### Where the registers sit

Drawn at 4 px/µm. Other sequential cells in the stronger gray, the rest of the logic in the fainter gray.
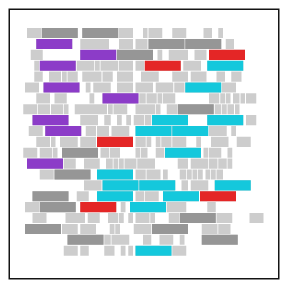
### Routing congestion map

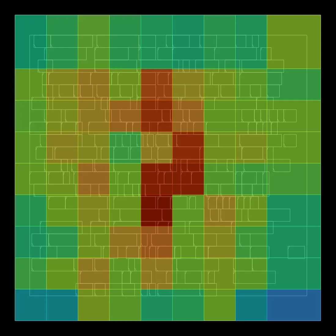
### Signal wires by layer

Drawn at 4 px/µm.
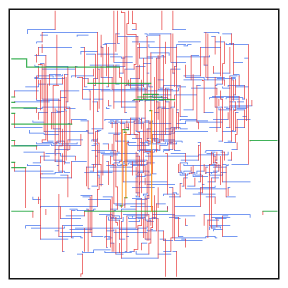
### Signal wires on met3

Drawn at 4 px/µm. Cells faint in the background.
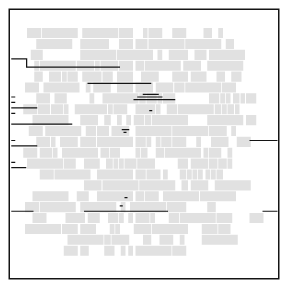
## src/rtl/p05_padlock_pkg.sv

```systemverilog
`default_nettype none
// =============================================================================
// Module      : p05_padlock_pkg
// Description : Shared types and constants for the padlock input conditioner.
// Revision    : 1.0 - initial release
// =============================================================================
package p05_padlock_pkg;

    localparam int NUM_CH   = 5;
    localparam int NUM_KEYS = 3;

    localparam int KEY_A = 0;
    localparam int KEY_B = 1;
    localparam int KEY_C = 2;
    localparam int CLR   = 3;
    localparam int PROG  = 4;

    typedef enum logic [1:0] {
        ST_LOW       = 2'd0,
        ST_RISE_WAIT = 2'd1,
        ST_HIGH      = 2'd2,
        ST_FALL_WAIT = 2'd3
    } ch_state_e;

    function automatic logic [1:0] popcount3(input logic [2:0] v);
        return {1'b0, v[0]} + {1'b0, v[1]} + {1'b0, v[2]};
    endfunction

endpackage : p05_padlock_pkg
`default_nettype wire

```

## src/rtl/p05_debounce_channel.sv

```systemverilog
`default_nettype none
// =============================================================================
// Module      : p05_debounce_channel
// Description : Two-flop synchroniser plus stability-counting debounce FSM.
// Revision    : 1.0 - initial release
// =============================================================================
module p05_debounce_channel
    import p05_padlock_pkg::*;
#(
    parameter int DEBOUNCE_CYCLES = 4
) (
    input  logic clk,
    input  logic rst,
    input  logic i_raw,
    output logic o_level,
    output logic o_pulse,
    output logic o_busy
);

    localparam int            CW    = $clog2(DEBOUNCE_CYCLES + 1);
    localparam logic [CW-1:0] C_MAX = CW'(DEBOUNCE_CYCLES);
    localparam logic [CW-1:0] C_ONE = CW'(1);

    logic          r_sync1;
    logic          r_sync2;
    ch_state_e     r_state;
    ch_state_e     w_state_nxt;
    logic [CW-1:0] r_cnt;
    logic [CW-1:0] w_cnt_nxt;
    logic          w_done;

    always_ff @(posedge clk or posedge rst) begin
        if (rst) begin
            r_sync1 <= 1'b0;
            r_sync2 <= 1'b0;
        end else begin
            r_sync1 <= i_raw;
            r_sync2 <= r_sync1;
        end
    end

    always_ff @(posedge clk or posedge rst) begin
        if (rst) begin
            r_state <= ST_LOW;
            r_cnt   <= '0;
        end else begin
            r_state <= w_state_nxt;
            r_cnt   <= w_cnt_nxt;
        end
    end

    assign w_done = (r_cnt == C_MAX);

    always_comb begin
        w_state_nxt = r_state;
        w_cnt_nxt   = r_cnt;
        case (r_state)
            ST_LOW: begin
                if (r_sync2) begin
                    w_state_nxt = ST_RISE_WAIT;
                    w_cnt_nxt   = C_ONE;
                end
            end
            ST_RISE_WAIT: begin
                if (!r_sync2) begin
                    w_state_nxt = ST_LOW;
                    w_cnt_nxt   = '0;
                end else if (w_done) begin
                    w_state_nxt = ST_HIGH;
                    w_cnt_nxt   = '0;
                end else begin
                    w_cnt_nxt   = r_cnt + C_ONE;
                end
            end
            ST_HIGH: begin
                if (!r_sync2) begin
                    w_state_nxt = ST_FALL_WAIT;
                    w_cnt_nxt   = C_ONE;
                end
            end
            ST_FALL_WAIT: begin
                if (r_sync2) begin
                    w_state_nxt = ST_HIGH;
                    w_cnt_nxt   = '0;
                end else if (w_done) begin
                    w_state_nxt = ST_LOW;
                    w_cnt_nxt   = '0;
                end else begin
                    w_cnt_nxt   = r_cnt + C_ONE;
                end
            end
            default: begin
                w_state_nxt = ST_LOW;
                w_cnt_nxt   = '0;
            end
        endcase
    end

    // Acceptance is shown in the final WAIT cycle so level and pulse appear
    // after exactly DEBOUNCE_CYCLES cycles of qualification.
    always_comb begin
        o_level = 1'b0;
        o_pulse = 1'b0;
        o_busy  = 1'b0;
        case (r_state)
            ST_LOW: begin
                o_level = 1'b0;
            end
            ST_RISE_WAIT: begin
                o_busy  = 1'b1;
                o_level = r_sync2 & w_done;
                o_pulse = r_sync2 & w_done;
            end
            ST_HIGH: begin
                o_level = 1'b1;
            end
            ST_FALL_WAIT: begin
                o_busy  = 1'b1;
                o_level = ~(~r_sync2 & w_done);
            end
            default: begin
                o_level = 1'b0;
            end
        endcase
    end

endmodule : p05_debounce_channel
`default_nettype wire

```

## src/rtl/p05_padlock_input_conditioner.sv

```systemverilog
`default_nettype none
// =============================================================================
// Module      : p05_padlock_input_conditioner
// Description : Five debounce channels, key press counter and busy flag.
//               Optional macro P05_PADLOCK_MULTIKEY_REJECT_EN suppresses key
//               pulses while more than one key level is high.
// Revision    : 1.0 - initial release
// =============================================================================
module p05_padlock_input_conditioner
    import p05_padlock_pkg::*;
#(
    parameter int DEBOUNCE_CYCLES = 4,
    parameter int CNT_W           = 8
) (
    input  logic             clk,
    input  logic             rst,
    input  logic [2:0]       key_raw,
    input  logic             clr_raw,
    input  logic             prog_raw,
    output logic [2:0]       key_level,
    output logic [2:0]       key_pulse,
    output logic             clr_level,
    output logic             prog_level,
    output logic [CNT_W-1:0] press_count,
    output logic             busy
);

    logic [NUM_CH-1:0] w_raw;
    logic [NUM_CH-1:0] w_level;
    logic [NUM_CH-1:0] w_pulse;
    logic [NUM_CH-1:0] w_busy;
    logic [2:0]        w_key_pulse;
    logic              w_unused_ctrl_pulse;
    logic [CNT_W-1:0]  r_press_count;

    assign w_raw = {prog_raw, clr_raw, key_raw};

    generate
        for (genvar g = 0; g < NUM_CH; g++) begin : g_ch
            p05_debounce_channel #(
                .DEBOUNCE_CYCLES (DEBOUNCE_CYCLES)
            ) u_ch (
                .clk     (clk),
                .rst     (rst),
                .i_raw   (w_raw[g]),
                .o_level (w_level[g]),
                .o_pulse (w_pulse[g]),
                .o_busy  (w_busy[g])
            );
        end
    endgenerate

    // Control switches qualify as levels only; their strobes are discarded.
    assign w_unused_ctrl_pulse = w_pulse[CLR] | w_pulse[PROG];

`ifdef P05_PADLOCK_MULTIKEY_REJECT_EN
    assign w_key_pulse = (popcount3(w_level[KEY_C:KEY_A]) > 2'd1) ? 3'b000
                                                                 : w_pulse[KEY_C:KEY_A];
`else
    assign w_key_pulse = w_pulse[KEY_C:KEY_A];
`endif

    always_ff @(posedge clk or posedge rst) begin
        if (rst) begin
            r_press_count <= '0;
        end else begin
            r_press_count <= r_press_count + CNT_W'(popcount3(w_key_pulse));
        end
    end

    assign key_level   = w_level[KEY_C:KEY_A];
    assign key_pulse   = w_key_pulse;
    assign clr_level   = w_level[CLR];
    assign prog_level  = w_level[PROG];
    assign press_count = r_press_count;
    assign busy        = |w_busy;

endmodule : p05_padlock_input_conditioner
`default_nettype wire

```

## config.mk

```make
export PLATFORM = sky130hd
export DESIGN_NAME = p05_padlock_input_conditioner
export DESIGN_NICKNAME = d
export VERILOG_FILES = /design/src/rtl/p05_padlock_pkg.sv /design/src/rtl/p05_debounce_channel.sv /design/src/rtl/p05_padlock_input_conditioner.sv
export SDC_FILE = /design/constraint.sdc
export NUM_CORES = 1
export LEC_CHECK = 0
export CORE_MARGIN = 3
export CORE_UTILIZATION = 55
export CTS_CLUSTER_DIAMETER = 40
export CTS_CLUSTER_SIZE = 28
export DETAILED_ROUTE_END_ITERATION = 10
export PLACE_DENSITY = 0.84
export SYNTH_ARGS = -nofsm -noshare
export SYNTH_HDL_FRONTEND = slang
export SYNTH_SLANG_ARGS = --single-unit
```

## constraint.sdc

```tcl
create_clock -name clk -period 2.65 [get_ports clk]
set_input_delay 0.6625 -clock clk [delete_from_list [all_inputs] [get_ports clk]]
set_output_delay 0.6625 -clock clk [all_outputs]
set_load 0.005 [all_outputs]
```

==> results.cfg <==
; yosys + openroad results
[clock_network]
cts_made_buffers = 5
worstSkewPairLatency_ns = 0.29
cts_tree = built
clk_pin_slew_ns = 0.07

[place]
port_buffers = 23

[floorplan]
dieArea_um2 = 4480
dieHeight_um = 67.0
ios = 24
die_x_um = 67.0

[worst_setup_path]
path_buffers = 2
arrival_ns = 1.93
path_cells = inv_1, ha_1, nand3_2, mux2_2, clkdlybuf4s50_1
worst-r2r-setup-slack_ns = 0.12
path_max_fanout = 4
cp_slowest_cell = clkdlybuf4s50_1
cpPeakStageDelay_ns = 0.45
critPathKind = reg -> out
critPathCaptureType = output pin
crit_family = buffers and inverters

[yosys]
synth_dominant_cell_count = dfrtp_1
simple_gate_share_pct = 15.9
ys_cells = 183
yosys_area_um2 = 2040
ys_top_logic_family = simple AND/OR/NAND/NOR gates
async_flop_share_pct = 100
netlist_area_um2 = 2040
synth-edff-count = 0
syn_inst = 183
yosys_warnings = 0
xor_share_pct = 5.14
synth.area.top_cells = dfrtp_1 53%, ha_1 7.3%, mux2_2 5.5%
avgSynthCellArea_um2 = 11.2
yosys.area_share.aoi_pct = 4.83
ys.flops = 43
synth_adder_area_share_pct = 9.30

[layout]
inverters_excl_clock = 18
lay_top_cells = 43 x dfrtp_1, 21 x clkdlybuf4s50_1, 18 x inv_1
num-nonclk-buffers = 30
syn_to_final_growth_pct = 19.3
clkbuf_count = 6
nMultiInputCombCells = 113
drive_gt1_share_pct = 14.8
fin_nets = 232
clkCellAreaFrac_pct = 2.97
sh_comb_area_pct = 36.0
seq_cells = 43

[flow_run]
cap_violations = 0
warnings = 31

[sta]
finalHoldViolCount = 0
setup_viol = 0
slew_viol_final = 0
finClkSkew_ns = 0.00463
slew_headroom_pct = 64.1

[power]
ir_worst_vdd_v = 0.000495
total_power_mw = 1.99

[global_route]
grt_overflow = 0
grt_max_degree = 44
grt_pass1_vias = 1420

[status]
status = finished, final reports clean

[routing]
drc = 0
dr.pass1.iters = 4
drt_iter0_drc = 87
Back to the opening pictures, 'Where the registers sit':
| signal | color | placed flops |
|---|---|---|
| `g_ch.u_ch.r_state` | red | 5 |
| `g_ch.u_ch.r_cnt` | cyan | 15 |
| `press_count` | purple | 8 |

Back to the opening pictures, 'Routing congestion map':
final core area utilization: 70.3%
WL per Instance: 14.0 µm
routing usage on met1: 20.0%
GRT Total Usage: 18.0%

Back to the opening pictures, 'Signal wires by layer':
| layer | color | wire length |
|---|---|---|
| metal 1 | blue | 1490 µm |
| metal 4 | orange | 60.5 µm |
| metal 3 | green | 137 µm |
| metal 2 | red | 1900 µm |

Back to the opening pictures, 'Signal wires on met3':
longest straight run: 23.2 µm
main direction: horizontal
share of all routed wire: 3.8%

[per-stage QoR]
stage	setup slack, ns	hold WS, ns	instance area [µm²]
final	0.0529	0.350	2440
after detailed placement	0.0793	0.335	2280
after global placement	0.208	0.331	2280
after global routing	-0.0240	0.354	2440
after floorplan	0.303	0.331	2040
after CTS	0.00687	0.351	2380
[final timing paths]
| path | start | to | cells past startpoint |
|---|---|---|---|
| setup / recovery | g_ch[0].u_ch.r_cnt[0]$_DFFE_PP0P_ | key_level[0] | 5 |
| hold / removal | g_ch[4].u_ch.r_sync1$_DFF_PP0_ | g_ch[4].u_ch.r_sync2$_DFF_PP0_ | 0 |
| setup reg to reg | g_ch[0].u_ch.r_cnt[0]$_DFFE_PP0P_ | press_count[7]$_DFF_PP0_ | 10 |
| hold reg to reg | g_ch[4].u_ch.r_sync1$_DFF_PP0_ | g_ch[4].u_ch.r_sync2$_DFF_PP0_ | 0 |
| max in group asynchronous | rst | press_count[0]$_DFF_PP0_ | 3 |
| min in group asynchronous | rst | g_ch[4].u_ch.r_sync1$_DFF_PP0_ | 3 |
[power by group]
group / internal (mW) / switching (mW) / total, mW / leakage (nW)
combinational: 0.314 / 0.300 / 0.614 / 0.565
sequential: 0.813 / 0.190 / 1.00 / 0.544
clock: 0.176 / 0.198 / 0.374 / 0.0371
total: 1.30 / 0.689 / 1.99 / 1.15
[layer usage]
layer | share of wire, % | global-route usage (%)
met4 | 1.7 | 5.32
met2 | 53 | 32.5
met5 | 0 | 0
met1 | 42 | 20.0
met3 | 3.8 | 5.56
[what timing repair did]
item                       in CTS  in global routing
setup buffers                   2                  4
pin swaps                       3                  3
gates resized                   3                  7
setup endpoints to repair       3                 10
Power is estimated from default activity; no workload was simulated.
